`config.mk`:
```
export PLATFORM = sky130hd
export DESIGN_NAME = simon_key_expander
export DESIGN_NICKNAME = d
export VERILOG_FILES = /design/src/rtl/simon_key_expander.sv
export SDC_FILE = /design/constraint.sdc
export NUM_CORES = 2
export LEC_CHECK = 0
export CAP_MARGIN = 20
export CORE_UTILIZATION = 40
export CTS_CLUSTER_SIZE = 40
export DETAILED_ROUTE_END_ITERATION = 7
export PLACE_DENSITY = 0.67
export SLEW_MARGIN = 10
export SYNTH_ARGS = -nofsm -noshare
export SYNTH_HDL_FRONTEND = slang
export SYNTH_SLANG_ARGS = --single-unit
```
`constraint.sdc`:
```
create_clock -name clk -period 11.35 [get_ports clk]
set_input_delay 1.7025 -clock clk [delete_from_list [all_inputs] [get_ports clk]]
set_output_delay 1.7025 -clock clk [all_outputs]
set_load 0.02 [all_outputs]
```
`src/rtl/simon_key_expander.sv`:
```
// -----------------------------------------------------------------------------
// simon_key_expander
//
// Sequential key-expansion controller for the Simon 96/96 block cipher
// (word width N=48, M=2 key words). A start request latches the 96-bit master
// key and then produces one round key per clock into an NR-entry register
// store. The round datapath reads that store through a registered read port.
//
// Ports
//   clk        in   1      clock, rising edge
//   rst        in   1      asynchronous reset, active-high
//   start      in   1      request an expansion
//   key        in   2*N    master key; key[N-1:0] = k0, key[2N-1:N] = k1
//   busy       out  1      expansion in progress
//   done       out  1      one-cycle pulse after the last round key is written
//   keys_valid out  1      store holds the keys of the last completed expansion
//   rk_addr    in   AW     read index
//   rk_data    out  N      store[rk_addr], one cycle of latency; 0 if >= NR
//
// Build option
//   SIMON_KS_RESTART_EN  when defined, start while busy aborts the running
//                        expansion and reloads from the new key (no done pulse
//                        for the aborted run). When undefined, start is
//                        ignored while busy.
// -----------------------------------------------------------------------------
module simon_key_expander #(
  parameter int N  = 48,
  parameter int M  = 2,
  parameter int NR = 52,
  parameter int AW = 6
) (
  input  logic           clk,
  input  logic           rst,
  input  logic           start,
  input  logic [2*N-1:0] key,
  output logic           busy,
  output logic           done,
  output logic           keys_valid,
  input  logic [AW-1:0]  rk_addr,
  output logic [N-1:0]   rk_data
);

  // Elaboration-time guards: only the two-word key schedule is implemented,
  // and the read address must be able to reach every stored entry.
  if (M != 2) begin : g_bad_m
    $error("simon_key_expander: only M=2 is supported");
  end
  if ((2 ** AW) < NR) begin : g_bad_aw
    $error("simon_key_expander: 2**AW must be >= NR");
  end

  // z2 sequence; character j from the left is bit (61 - j) of this literal.
  localparam logic [61:0] Z2 =
    62'b10101111011100000011010010011000101000010001111110010110110011;

  localparam logic [AW-1:0] LAST_IDX = AW'(NR - 1);

  typedef enum logic {
    IDLE,
    EXPAND
  } state_t;

  state_t state, next_state;

  logic [AW-1:0] idx;     // index of the round key written at the next edge
  logic [5:0]    zj;      // position in z2, (idx - 2) mod 62
  logic [N-1:0]  w_prev2; // k[idx-2]
  logic [N-1:0]  w_prev1; // k[idx-1]
  logic [N-1:0]  k_next;

  logic load;    // accept start: latch the master key
  logic step;    // write one round key
  logic finish;  // this step writes the final entry
  logic restart;

  logic [N-1:0] store [NR];

  // ---------------------------------------------------------------------------
  // Control FSM
  // ---------------------------------------------------------------------------
  always_ff @(posedge clk or posedge rst) begin
    if (rst) begin
      state <= IDLE;
    end else begin
      // NOTE: sequential state uses non-blocking assignments so every register
      // samples pre-edge values regardless of block ordering.
      state <= next_state;
    end
  end

`ifdef SIMON_KS_RESTART_EN
  assign restart = start;
`else
  assign restart = 1'b0;
`endif

  always_comb begin
    // NOTE: every combinational output gets a default first; a missing branch
    // would otherwise hold its old value and infer a latch.
    next_state = state;
    load       = 1'b0;
    step       = 1'b0;
    finish     = 1'b0;
    case (state)
      IDLE: begin
        if (start) begin
          load       = 1'b1;
          next_state = EXPAND;
        end
      end
      EXPAND: begin
        if (restart) begin
          // Abort and reload; staying in EXPAND keeps busy high.
          load = 1'b1;
        end else begin
          step = 1'b1;
          if (idx == LAST_IDX) begin
            finish     = 1'b1;
            next_state = IDLE;
          end
        end
      end
      default: next_state = IDLE;
    endcase
  end

  assign busy = (state == EXPAND);

  // ---------------------------------------------------------------------------
  // Round function: k[i] = ~k[i-2] ^ u ^ z2[j] ^ 3, u = t ^ rotr(t,1),
  // t = rotr(k[i-1], 3). Operands come from the working registers, never from
  // the store, so the read port stays free for the round datapath.
  // ---------------------------------------------------------------------------
  logic [N-1:0] rot_t;
  logic [N-1:0] rot_u;
  logic         z_bit;

  always_comb begin
    rot_t  = {w_prev1[2:0], w_prev1[N-1:3]};
    rot_u  = rot_t ^ {rot_t[0], rot_t[N-1:1]};
    z_bit  = Z2[6'd61 - zj];
    k_next = ~w_prev2 ^ rot_u ^ {{(N-1){1'b0}}, z_bit} ^ N'(3);
  end

  // ---------------------------------------------------------------------------
  // Counters, working registers and handshake flags
  // ---------------------------------------------------------------------------
  always_ff @(posedge clk or posedge rst) begin
    if (rst) begin
      idx        <= '0;
      zj         <= '0;
      w_prev2    <= '0;
      w_prev1    <= '0;
      done       <= 1'b0;
      keys_valid <= 1'b0;
    end else begin
      done <= finish;
      if (load) begin
        keys_valid <= 1'b0;
      end else if (finish) begin
        keys_valid <= 1'b1;
      end

      if (load) begin
        w_prev2 <= key[N-1:0];
        w_prev1 <= key[2*N-1:N];
        idx     <= AW'(2);
        zj      <= '0;
      end else if (step) begin
        w_prev2 <= w_prev1;
        w_prev1 <= k_next;
        idx     <= idx + AW'(1);
        zj      <= (zj == 6'd61) ? 6'd0 : zj + 6'd1;
      end
    end
  end

  // ---------------------------------------------------------------------------
  // Round-key store
  // ---------------------------------------------------------------------------
  // NOTE: the store has no reset; its contents are only trusted once
  // keys_valid is set, and leaving it unreset lets it map onto plain
  // flops or RAM without a clear path.
  always_ff @(posedge clk) begin
    if (load) begin
      store[0] <= key[N-1:0];
      store[1] <= key[2*N-1:N];
    end else if (step) begin
      store[idx] <= k_next;
    end
  end

  // Registered read port; a same-edge write is seen one cycle later.
  always_ff @(posedge clk or posedge rst) begin
    if (rst) begin
      rk_data <= '0;
    end else if (int'(rk_addr) < NR) begin
      rk_data <= store[rk_addr];
    end else begin
      rk_data <= '0;
    end
  end

endmodule

```
==> metrics.sh <==
MIN_DELAY_WORST_ENDPOINT='keys_valid$_DFFE_PP0P_'
FINAL_CELL_MIX='sky130_fd_sc_hd__edfxtp_1, sky130_fd_sc_hd__mux4_2, sky130_fd_sc_hd__clkbuf_16'
FINAL_ANTENNA_NET_COUNT=0
SYN_INST=5072
GRT_PASS1_VIAS=52100
STATUS='finished clean'
SYNTH_SEQUENTIAL_AREA_RATIO_PCT=76.0
HP-START='keys_valid$_DFFE_PP0P_'
DIE-HEIGHT_UM=512
LAYOUT.NETS=5467
LAYOUT_TOP_CELL='sky130_fd_sc_hd__edfxtp_1'
WARNING_TOTAL_ACROSS_THE_STAGE_LOGS=48
COMBPWRFRAC_PCT=24.1
WORSTREG2REGSTART='busy$_DFF_PP0_'
TIMING.HOLD.WS_NS=0.494
CELLINTERNALPOWER_uW=23100
CPMAXSTAGEDELAYCELL='sky130_fd_sc_hd__and2_1'
CRIT_REQUIRED_NS=12.14
SYNTHESIS.AREA_UM2=104000
POST_ROUTE_CELLS_DRIVE_ABOVE_1_SHARE_PCT=22.3
WIRELENGTH_MM=266
MAX_FREQ_MHz=221
INVERTERS=58
ASYNCSETRESETFLOPFRACSYNTH_PCT=5.99
FLOORPLAN.DIE.WIDTH_UM=512
DRT-PASS1-ITER-COUNT=6
DRT-WIRELENGTH-PER-CELL_UM=29.8
N_FILL_CELL=21000
CRIT_PATH_START_KIND='input port'
WORSTREG2REGEND='store[35][13]$_DFFE_PP_'
CLK-INSERTION-DELAY-LATE_NS=0.94
CLKTRANSATPATHREGS_NS=0.06
TAP_CELLS=3384
MET1_USAGE_PCT=28.7
GRT_UTIL_MET3_PCT=4.52
LEAKAGEPOWER_uW=0.0382
WORST_SLEW_PIN_SLEW_NS=1.16
CTS_TREE='done'
HOLD-PATH-CELL-COUNT=1
PATH_MAX_FANOUT=83
BUFFER_AREA_SHARE_PCT=2.33
CP-END-KIND='flop'
GPL.FINAL_WEIGHTED_CONGESTION=0.830
AVGSYNTHCELLAREA_UM2=20.5
RSZ0062_AT_GRT='no'
==> kinds of logic after synthesis <==
kind of cell	after synthesis	synth area share [%]
adder cells (fa/ha/maj)	9	0.108
multiplexers	892	16.0
XOR/XNOR	101	0.859
buffers and inverters	358	1.65
AND/OR/NAND/NOR	482	2.01
flip-flops	2655	76.0
AND-OR/OR-AND	575	3.38
==> per-stage QoR <==
| stage | std cells | instance area [µm²] | util [%] | setup WS, ns |
|---|---|---|---|---|
| floorplan | 5072 | 104000 | - | 5.36 |
| global placement | 8456 | 110000 | 42.6 | 5.77 |
| detailed placement | 8457 | 110000 | 42.6 | 5.74 |
| CTS | 8935 | 118000 | 46.0 | 6.76 |
| global route | 8936 | 118000 | 46.0 | 6.52 |
| finish | 8938 | 118000 | 46.0 | 6.82 |
==> power groups by stage <==
stage	registers, µW	logic (µW)	clock network (µW)
4_1_cts	16900	8000	8820
3_3_place_gp	17000	7550	0
2_1_floorplan	17000	4190	0
5_1_grt	17000	8660	9180
6_report	16900	8110	8720
3_5_place_dp	17100	7990	0
==> synth_stat cells (2+ instances only) <==
library cell                number
sky130_fd_sc_hd__xor2_1          4
sky130_fd_sc_hd__o31ai_1        13
sky130_fd_sc_hd__a21o_1          2
sky130_fd_sc_hd__nor2_1         89
sky130_fd_sc_hd__a21oi_1        77
sky130_fd_sc_hd__a31oi_1        19
sky130_fd_sc_hd__mux2i_1       240
sky130_fd_sc_hd__dfrtp_1       159
sky130_fd_sc_hd__nand2_1       270
sky130_fd_sc_hd__buf_6          19
sky130_fd_sc_hd__edfxtp_1     2496
sky130_fd_sc_hd__a221oi_1       22
sky130_fd_sc_hd__ha_1            9
sky130_fd_sc_hd__nand2b_1        6
sky130_fd_sc_hd__a22oi_1       100
sky130_fd_sc_hd__or3_1           2
sky130_fd_sc_hd__o21ai_0       214
sky130_fd_sc_hd__buf_2          88
sky130_fd_sc_hd__o22ai_1        16
sky130_fd_sc_hd__nand3b_1        4
sky130_fd_sc_hd__a211o_1         7
sky130_fd_sc_hd__a211oi_1       36
sky130_fd_sc_hd__nand3_1        26
sky130_fd_sc_hd__inv_1          58
sky130_fd_sc_hd__and3_1          6
sky130_fd_sc_hd__o21ai_1        40
sky130_fd_sc_hd__xnor2_1        96
sky130_fd_sc_hd__buf_1          33
sky130_fd_sc_hd__or2_1           2
sky130_fd_sc_hd__o221ai_1       13
sky130_fd_sc_hd__buf_4          30
sky130_fd_sc_hd__mux4_2        612
sky130_fd_sc_hd__nor3_1          7
sky130_fd_sc_hd__clkbuf_1      130
sky130_fd_sc_hd__or2_2          12
sky130_fd_sc_hd__nor2b_1        47
sky130_fd_sc_hd__o2bb2ai_1      11
sky130_fd_sc_hd__nand4_1         3
sky130_fd_sc_hd__mux2_2         40
sky130_fd_sc_hd__or3b_2          3
sky130_fd_sc_hd__and2_1          4
==> registers in the layout (all words and copies together) (netlist names) <==
register and count:
store 2496, w_prev2 48, rk_data 48, busy 1, w_prev1 48, zj 6, done 1, keys_valid 1
idx 6
floorplan.png
The bar under the picture is 200 µm long. Pins as bars on the die edge.
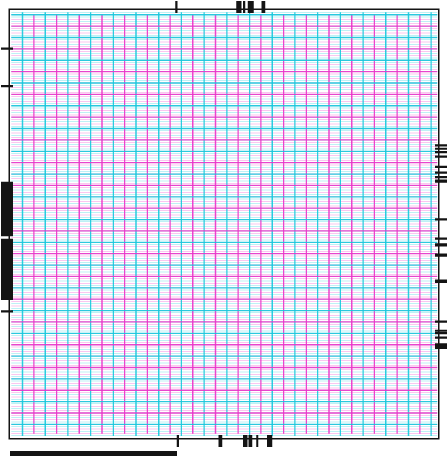
color	net
cyan	VSS
magenta	VDD
rows	186
met5 straps	37
signal pins	156
met4 straps	37
met1 rails	187

class_map.png
The bar under the picture is 200 µm long.
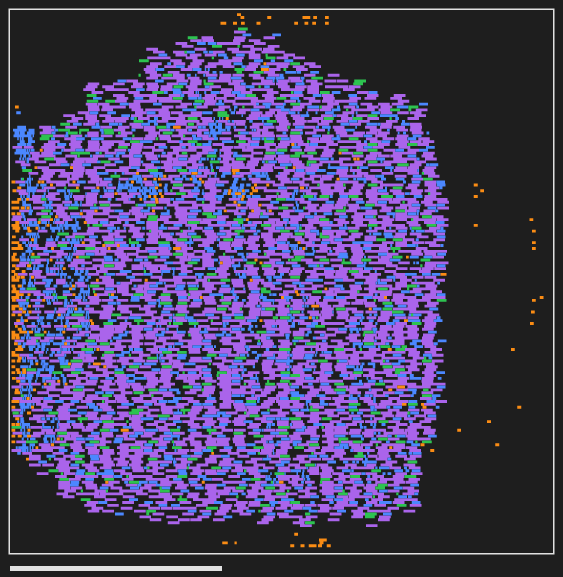
color	class	cells	share of their area
blue	remaining logic cells	2117	21%
purple	registers	2655	69%
green	clock drivers and dummy loads	478	7.5%
orange	remaining buffers and delay cells	301	2.4%
flip-flop and latch share of the layout cell area: 66.6%
number of placement rows: 186

clock_wires.png
The bar under the picture is 200 µm long.
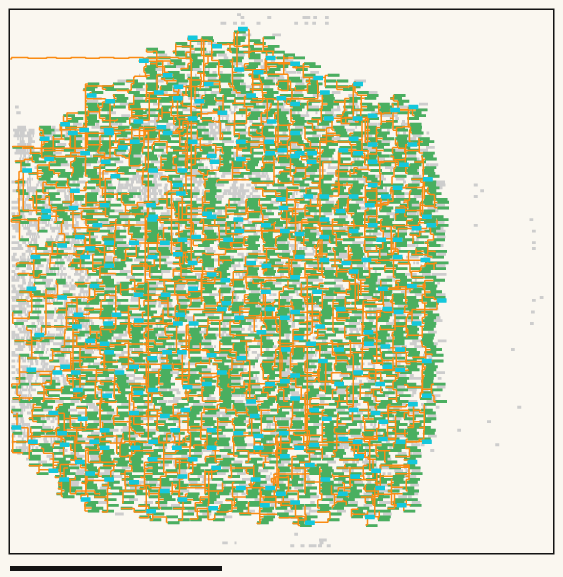
[orange] clock wires | length: 29.0 mm
[green] flip-flops | count: 2655
[cyan] clock-net drivers | count: 278
routed clock nets	279

layers.png
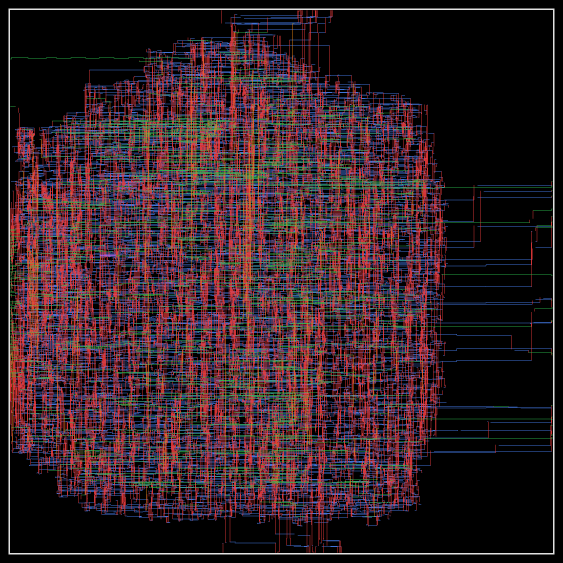
color	layer	wire length
orange	M4	5920 µm
purple	M5	13.8 µm
red	M2	124 mm
green	M3	26.6 mm
blue	M1	109 mm

Power figures rest on the tool's default switching activity, not on a simulated workload.
